**src/rtl/nanov_spi_pkg.sv**
```systemverilog
// Shared types and helpers for the nanoV SPI RAM arbiter.
// Holds the transaction states, default opcodes and transfer-size encodings.
package nanov_spi_pkg;

    typedef enum logic [2:0] {
        IDLE,
        CMD,
        ADDR,
        DATA,
        DONE
    } state_e;

    localparam logic [7:0] CMD_READ_DEF  = 8'h03;
    localparam logic [7:0] CMD_WRITE_DEF = 8'h02;

    localparam logic [1:0] SZ_BYTE = 2'd0;
    localparam logic [1:0] SZ_HALF = 2'd1;
    localparam logic [1:0] SZ_WORD = 2'd2;
    localparam logic [1:0] SZ_WALT = 2'd3;

    function automatic logic [2:0] size_bytes(input logic [1:0] size);
        logic [2:0] n;
        case (size)
            SZ_BYTE: n = 3'd1;
            SZ_HALF: n = 3'd2;
            default: n = 3'd4;
        endcase
        return n;
    endfunction

    function automatic logic [31:0] bswap32(input logic [31:0] w);
        return {w[7:0], w[15:8], w[23:16], w[31:24]};
    endfunction

    // The first byte on the wire lands in the highest received lane.
    function automatic logic [31:0] place_lanes(
        input logic [31:0] rx,
        input logic [1:0]  size
    );
        logic [31:0] r;
        case (size_bytes(size))
            3'd1:    r = {24'h0, rx[7:0]};
            3'd2:    r = {16'h0, rx[7:0], rx[15:8]};
            default: r = bswap32(rx);
        endcase
        return r;
    endfunction

endpackage

```
**src/rtl/spi_ram_arbiter_shifter.sv**
```systemverilog
// SPI mode-0 bit engine: 32-bit MSB-first transmit register, phase toggle
// and receive register sampled at the end of the high phase.
module spi_bit_shifter (
    input  logic        clk,
    input  logic        rst_n,
    input  logic        load_i,
    input  logic [31:0] load_data_i,
    input  logic        shift_en_i,
    input  logic        miso_i,
    output logic        mosi_o,
    output logic        sclk_o,
    output logic [31:0] rx_o
);

    logic [31:0] sr_q;
    logic [30:0] rx_q;
    logic        phase_q;

    always_ff @(posedge clk or negedge rst_n) begin
        if (!rst_n) begin
            sr_q    <= '0;
            rx_q    <= '0;
            phase_q <= 1'b0;
        end else begin
            if (shift_en_i && phase_q) begin
                rx_q <= {rx_q[29:0], miso_i};
            end
            if (load_i) begin
                sr_q    <= load_data_i;
                phase_q <= 1'b0;
            end else if (shift_en_i) begin
                phase_q <= ~phase_q;
                if (phase_q) begin
                    sr_q <= {sr_q[30:0], 1'b0};
                end
            end
        end
    end

    assign mosi_o = sr_q[31];
    assign sclk_o = phase_q;
    // Includes the bit being sampled on this edge.
    assign rx_o   = {rx_q, miso_i};

endmodule

```
**src/rtl/spi_ram_arbiter.sv**
```systemverilog
// Round-robin arbiter sharing one SPI RAM between nanoV fetch and data ports.
// Each grant runs a full CMD/ADDR/DATA transaction, then acks for one cycle.
module spi_ram_arbiter
    import nanov_spi_pkg::*;
#(
    parameter logic [7:0] CMD_READ  = CMD_READ_DEF,
    parameter logic [7:0] CMD_WRITE = CMD_WRITE_DEF
) (
    input  logic        clk,
    input  logic        rst_n,
    input  logic        f_req,
    input  logic [23:0] f_addr,
    output logic        f_ack,
    input  logic        d_req,
    input  logic        d_we,
    input  logic [1:0]  d_size,
    input  logic [23:0] d_addr,
    input  logic [31:0] d_wdata,
    output logic        d_ack,
    output logic [31:0] rdata,
    output logic        busy,
    output logic        spi_select,
    output logic        spi_clk,
    output logic        spi_mosi,
    input  logic        spi_miso
);

    state_e      state_q;
    logic        last_q;
    logic        port_q;
    logic        we_q;
    logic [1:0]  size_q;
    logic [23:0] addr_q;
    logic [31:0] wdata_q;
    logic [5:0]  cnt_q;
    logic        sel_q;
    logic        f_ack_q;
    logic        d_ack_q;
    logic [31:0] rdata_q;

    logic        grant_f;
    logic        grant_d;
    logic        last_bit;
    logic        ld;
    logic [31:0] ld_data;
    logic        shift_en;
    logic        sclk_w;
    logic        mosi_w;
    logic [31:0] rx_w;

    // last_q = 1 means data was granted last, so a tie goes to fetch.
    always_comb begin
        grant_f  = f_req && (!d_req || last_q);
        grant_d  = d_req && !grant_f;
        last_bit = sclk_w && (cnt_q == 6'd1);
        shift_en = (state_q == CMD) || (state_q == ADDR) ||
                   (state_q == DATA);
        ld       = 1'b0;
        ld_data  = '0;
        unique case (state_q)
            IDLE: begin
                if (grant_f || grant_d) begin
                    ld      = 1'b1;
                    ld_data = {(grant_d && d_we) ? CMD_WRITE : CMD_READ,
                               24'h0};
                end
            end
            CMD: begin
                if (last_bit) begin
                    ld      = 1'b1;
                    ld_data = {addr_q, 8'h00};
                end
            end
            ADDR: begin
                if (last_bit) begin
                    ld      = 1'b1;
                    ld_data = we_q ? bswap32(wdata_q) : '0;
                end
            end
            DATA: begin
                ld = last_bit;
            end
            default: begin
                ld = 1'b0;
            end
        endcase
    end

    always_ff @(posedge clk or negedge rst_n) begin
        if (!rst_n) begin
            state_q <= IDLE;
            last_q  <= 1'b1;
            port_q  <= 1'b0;
            we_q    <= 1'b0;
            size_q  <= SZ_WORD;
            addr_q  <= '0;
            wdata_q <= '0;
            cnt_q   <= '0;
            sel_q   <= 1'b1;
            f_ack_q <= 1'b0;
            d_ack_q <= 1'b0;
            rdata_q <= '0;
        end else begin
            f_ack_q <= 1'b0;
            d_ack_q <= 1'b0;
            if (sclk_w) begin
                cnt_q <= cnt_q - 6'd1;
            end
            unique case (state_q)
                IDLE: begin
                    if (grant_f || grant_d) begin
                        state_q <= CMD;
                        sel_q   <= 1'b0;
                        cnt_q   <= 6'd8;
                        rdata_q <= '0;
                        last_q  <= grant_d;
                        port_q  <= grant_d;
                        we_q    <= grant_d && d_we;
                        size_q  <= grant_d ? d_size : SZ_WORD;
                        addr_q  <= grant_d ? d_addr : f_addr;
                        wdata_q <= d_wdata;
                    end
                end
                CMD: begin
                    if (last_bit) begin
                        state_q <= ADDR;
                        cnt_q   <= 6'd24;
                    end
                end
                ADDR: begin
                    if (last_bit) begin
                        state_q <= DATA;
                        cnt_q   <= {size_bytes(size_q), 3'b000};
                    end
                end
                DATA: begin
                    if (last_bit) begin
                        state_q <= DONE;
                        sel_q   <= 1'b1;
                        f_ack_q <= ~port_q;
                        d_ack_q <= port_q;
                        if (!we_q) begin
                            rdata_q <= place_lanes(rx_w, size_q);
                        end
                    end
                end
                DONE: begin
                    state_q <= IDLE;
                end
                default: begin
                    state_q <= IDLE;
                end
            endcase
        end
    end

    spi_bit_shifter u_shifter (
        .clk         (clk),
        .rst_n       (rst_n),
        .load_i      (ld),
        .load_data_i (ld_data),
        .shift_en_i  (shift_en),
        .miso_i      (spi_miso),
        .mosi_o      (mosi_w),
        .sclk_o      (sclk_w),
        .rx_o        (rx_w)
    );

    assign f_ack      = f_ack_q;
    assign d_ack      = d_ack_q;
    assign rdata      = rdata_q;
    assign busy       = (state_q != IDLE);
    assign spi_select = sel_q;
    assign spi_clk    = sclk_w;
    assign spi_mosi   = mosi_w;

endmodule

```
**config.mk**
```make
export PLATFORM = sky130hd
export DESIGN_NAME = spi_ram_arbiter
export DESIGN_NICKNAME = d
export VERILOG_FILES = /design/src/rtl/nanov_spi_pkg.sv /design/src/rtl/spi_ram_arbiter_shifter.sv /design/src/rtl/spi_ram_arbiter.sv
export SDC_FILE = /design/constraint.sdc
export NUM_CORES = 1
export LEC_CHECK = 0
export CAP_MARGIN = 20
export CORE_AREA = 2 2 123 125
export DETAILED_ROUTE_END_ITERATION = 7
export DIE_AREA = 0 0 125 127
export GPL_TIMING_DRIVEN = 0
export PLACE_DENSITY = 0.89
export SYNTH_ARGS = -nofsm -noshare
export SYNTH_HDL_FRONTEND = slang
export SYNTH_SLANG_ARGS = --single-unit
export TNS_END_PERCENT = 100
```
**constraint.sdc**
```tcl
create_clock -name clk -period 2.1 [get_ports clk]
set_clock_uncertainty 0.05 [all_clocks]
set_input_delay 0.42 -clock clk [delete_from_list [all_inputs] [get_ports clk]]
set_output_delay 0.42 -clock clk [all_outputs]
set_load 0.02 [all_outputs]
```
==> images/clock_nets.png <==
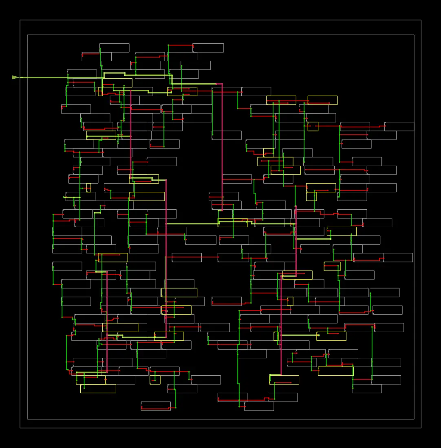
power in the clock group: 3.56 mW
Flop Count: 169
clock latency on the worst-skew pair: 0.43 ns
CLK BUF: 21
# clock sinks: 169

==> images/gates.png <==
Bar = 50 um.
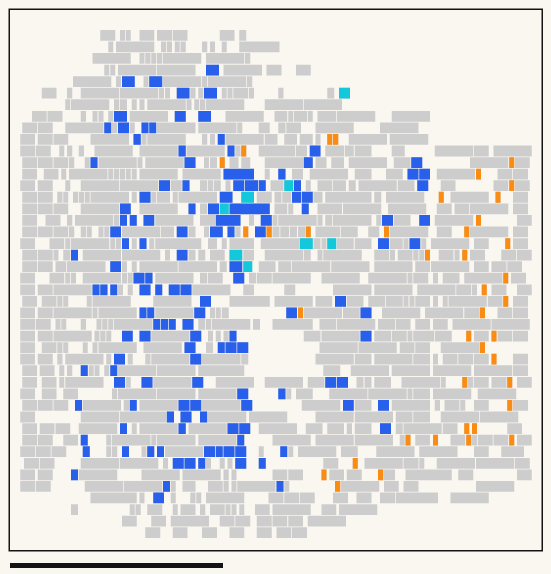
legend:
  cyan:
    family: and/or cells
    cells: 8
    where: centre
  orange:
    family: inv cells
    cells: 40
  blue:
    family: aoi and oai cells
    cells: 137

==> images/layers.png <==
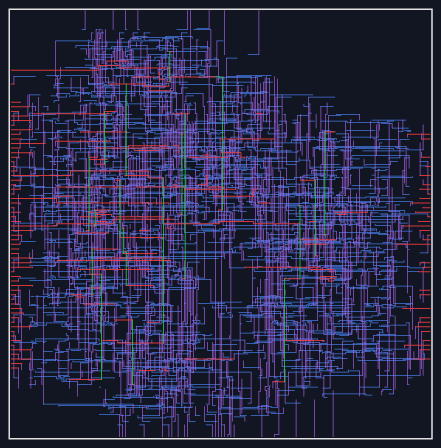
legend:
  purple:
    layer: M2
    wire_length: 9010 um
  red:
    layer: M3
    wire_length: 1170 um
  green:
    layer: M4
    wire_length: 445 um
  blue:
    layer: M1
    wire_length: 7690 um

==> images/ff_map.png <==
Other sequential cells in the stronger grey, the rest of the logic in the fainter grey.
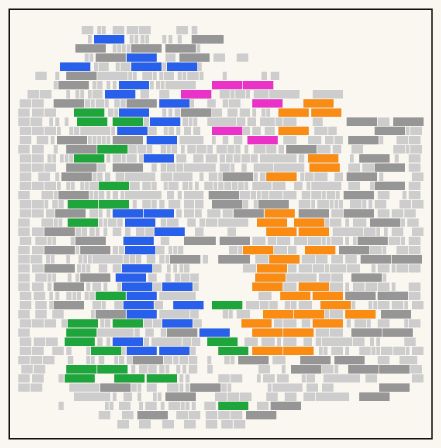
legend:
  magenta:
    name_in_the_netlist: cnt_q
    sequential_cells: 6
    where: north
  blue:
    name_in_the_netlist: u_shifter.sr_q
    sequential_cells: 32
  orange:
    name_in_the_netlist: u_shifter.rx_q
    sequential_cells: 31
  green:
    name_in_the_netlist: addr_q
    sequential_cells: 24
not coloured: 76
sequential cell power: 5.61 mW
sequential cell area: 4230 um^2
Seq/total area: 42.9%
Final Util: 68.4%

==> images/pinout.png <==
Pins as bars across the die edge, other pins in grey.
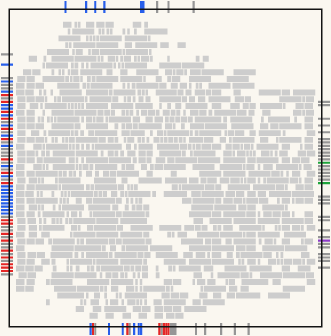
legend:
  green:
    port: d_size
    pins: 2
    direction: input
    edge: east
  blue:
    port: d_wdata
    pins: 32
    direction: input
    edge: 20 west, 6 south, 6 north
  red:
    port: f_addr
    pins: 24
    direction: input
    edge: 18 west, 6 south
  purple:
    port: spi_miso
    pins: 1
    direction: input
    edge: east

==> metrics.yaml <==
status:
  status: "finished clean"
run:
  drv_cap: 0
  warnings: 27
place:
  place_inst: 1024
  numPortBuffers: 125
  gp_congestion: 0.830
  place_ws_ns: -0.362
  dp.final_hpwl_mm: 12.5
  place_area_um2: 9070
route:
  wire_per_inst_um: 17.3
  vias: 5961
  drc: 0
  wl_met3_mm: 1.17
  first_pass_iters: 5
  wirelength_mm: 18.3
  wl_met2_mm: 9.01
  ant_nets: 0
  via_per_inst: 5.61
  highest_layer: "met4"
  wl_met1_mm: 7.69
  drt_iter0_markers: 539
finish:
  n_fill_cell: 1043
  layout.nonclk_buf_share_pct: 15.9
  fin_area_um2: 9860
  comb_area_um2: 3010
  n_antenna_cell: 0
  nets: 955
  clock_cell_area_share_pct: 6.80
  drive_gt1_share_pct: 13.3
  syn2layout_area_growth_pct: 30.6
  dominant_cells: "sequential cells"
  logic_gate_count: 459
  buffers: 178
  comb_share_pct: 30.5
  layout.cells.non_filler: 1062
  lay_top_cells: "nand2_1, dfrtp_1, clkdlybuf4s50_1, mux2i_1, a22oi_1"
  lay_top_count: "nand2_1"
  inverters: 40
grt:
  use_met3_pct: 5.36
  grtUsageTotal_pct: 24.2
  grt.busiest_layer: "met2"
  grt_overflow_total: 0
  grt_util_met2_pct: 40.3
  grt_max_degree: 94
  grt_pass1_vias: 6150
  antenna_found_initial: 0
  grtUsageMet1_pct: 30.9
  grt_pass1_wl_mm: 30.6
clocking:
  tritoncts: "yes"
  cts_root_buf: "clkbuf_16"
  htreeDepth: 4
  clkTransAtPathRegs_ns: 0.06
  cts_buffer_depth: 2
  numCtsBuffers: 17
setup_path:
  cp.required_ns: 2.37
  arrival_ns: 2.33
  critical_path.endpoint: "u_shifter.rx_q[22]"
  end_kind: "flop"
  crit_buf_inv: 2
  cp-start-kind: "flop"
  crit_top_cell: "buf_2"
  critPathMaxStageDelay_ns: 0.47
  r2r-start: "state_q[1]"
  crit_fanout: 10
  crit_start: "state_q[1]"
  r2r_slack_ns: 0.04
  path_depth: 5
  slowest_stage: "dfrtp_1"
  path_delay_family: "buffers and inverters"
  path_class: "reg2reg"
  path_cells: "buf_2 > o21ba_2 > nand2_2 > buf_2 > mux2_2"
  ff2ff_path_depth: 5
  r2r_end: "u_shifter.rx_q[22]"
min_path:
  hp-class: "reg2reg"
  hp-start: "spi_select"
  hold_depth: 2
  min_to: "spi_select"
synthesis:
  synthArstFlopShare_pct: 100
  avgSynthCellArea_um2: 10.6
  syn-cell-area_um2: 7550
  synth-area-yosys_um2: 7550
  adder_share_pct: 0.331
  common_cells: "nand2_1, dfrtp_1, mux2i_1, a22oi_1, o21ai_0"
  ys_cells: 714
  synth-edff-count: 0
  synth_top_area_share_pct: 55.0
  ys_ff: 169
  synth_cell_types: 53
  simple_gate_area_share_pct: 11.7
  area_leaders: "dfrtp_1, nand2_1, mux2i_1"
  synthFlopType: "dfrtp_1"
  yosysTopAreaCell: "dfrtp_1"
  ys_sh_xor_pct: 0.696
  ys_sh_mux_pct: 13.1
  ys_seq_share_pct: 56.0
  synthesis.nets: 804
  top_logic_kind: "AND-OR/OR-AND gates"
  ys_sh_aoi_pct: 13.1
  syn_inst: 714
  yosys_warnings: 0
  top_cell: "nand2_1"
final_timing:
  fin_crit_ns: 2.06
  tightest_slew_ns: 0.709
  hold_slack_ns: 0.423
  fin_tns_setup_ns: 0
  max_freq_mhz: 485
  max_slew_margin_pct: 52.7
  slew_violations: 0
  final_min_period_over_clock_period_pct: 98.3
  setup_violations: 0
  setup_ws_ns: 0.0367
  hold_violations: 0
power:
  power_mw: 14.8
  vdd_drop_max_mv: 0.832
  p_leak_nw: 4.67
  pg_comb_mw: 5.61
  combPwrFrac_pct: 38.0
  clockPowerShare_pct: 24.1
  p_sw_share_pct: 36.1
  power.density_nw_per_um2: 1500
  p_int_mw: 9.43
  top_power_group: "sequential cells"
  power.switching_mw: 5.34
  pwr-share-seq_pct: 38.0
die:
  core_um2: 14400
  rows: 44
  tapCellCount: 184
  die-area_um2: 15900
  initCoreUtil_pct: 52.4
  die_w_um: 125
  io_pins: 126
  fp.dieH_um: 127
==> logic make-up (layout without fill, tap and decap cells) <==
logic type,Yosys count,count (layout)
AOI/OAI and AO/OA,146,146
and+or+nand+nor,210,210
DFF,169,169
adders and majority gates,2,2
xor gates and xnor gates,6,6
muxes,95,95
buffers and inverters,86,250
==> what timing repair did <==
action,CTS,global route
hold buffers,1,0
hold endpoints to repair,92,0
pin swaps,2,0
resized,11,25
endpoints found under the setup margin,57,99
setup buffers,4,1
==> sequential cells by signal, indices dropped and copies added (netlist names), 2 cells and up <==
signal,count
addr_q,24
cnt_q,6
rdata,32
size_q,2
state_q,3
u_shifter.rx_q,31
u_shifter.sr_q,32
wdata_q,32
No activity file was given, so power comes from the tool's default toggle rates.
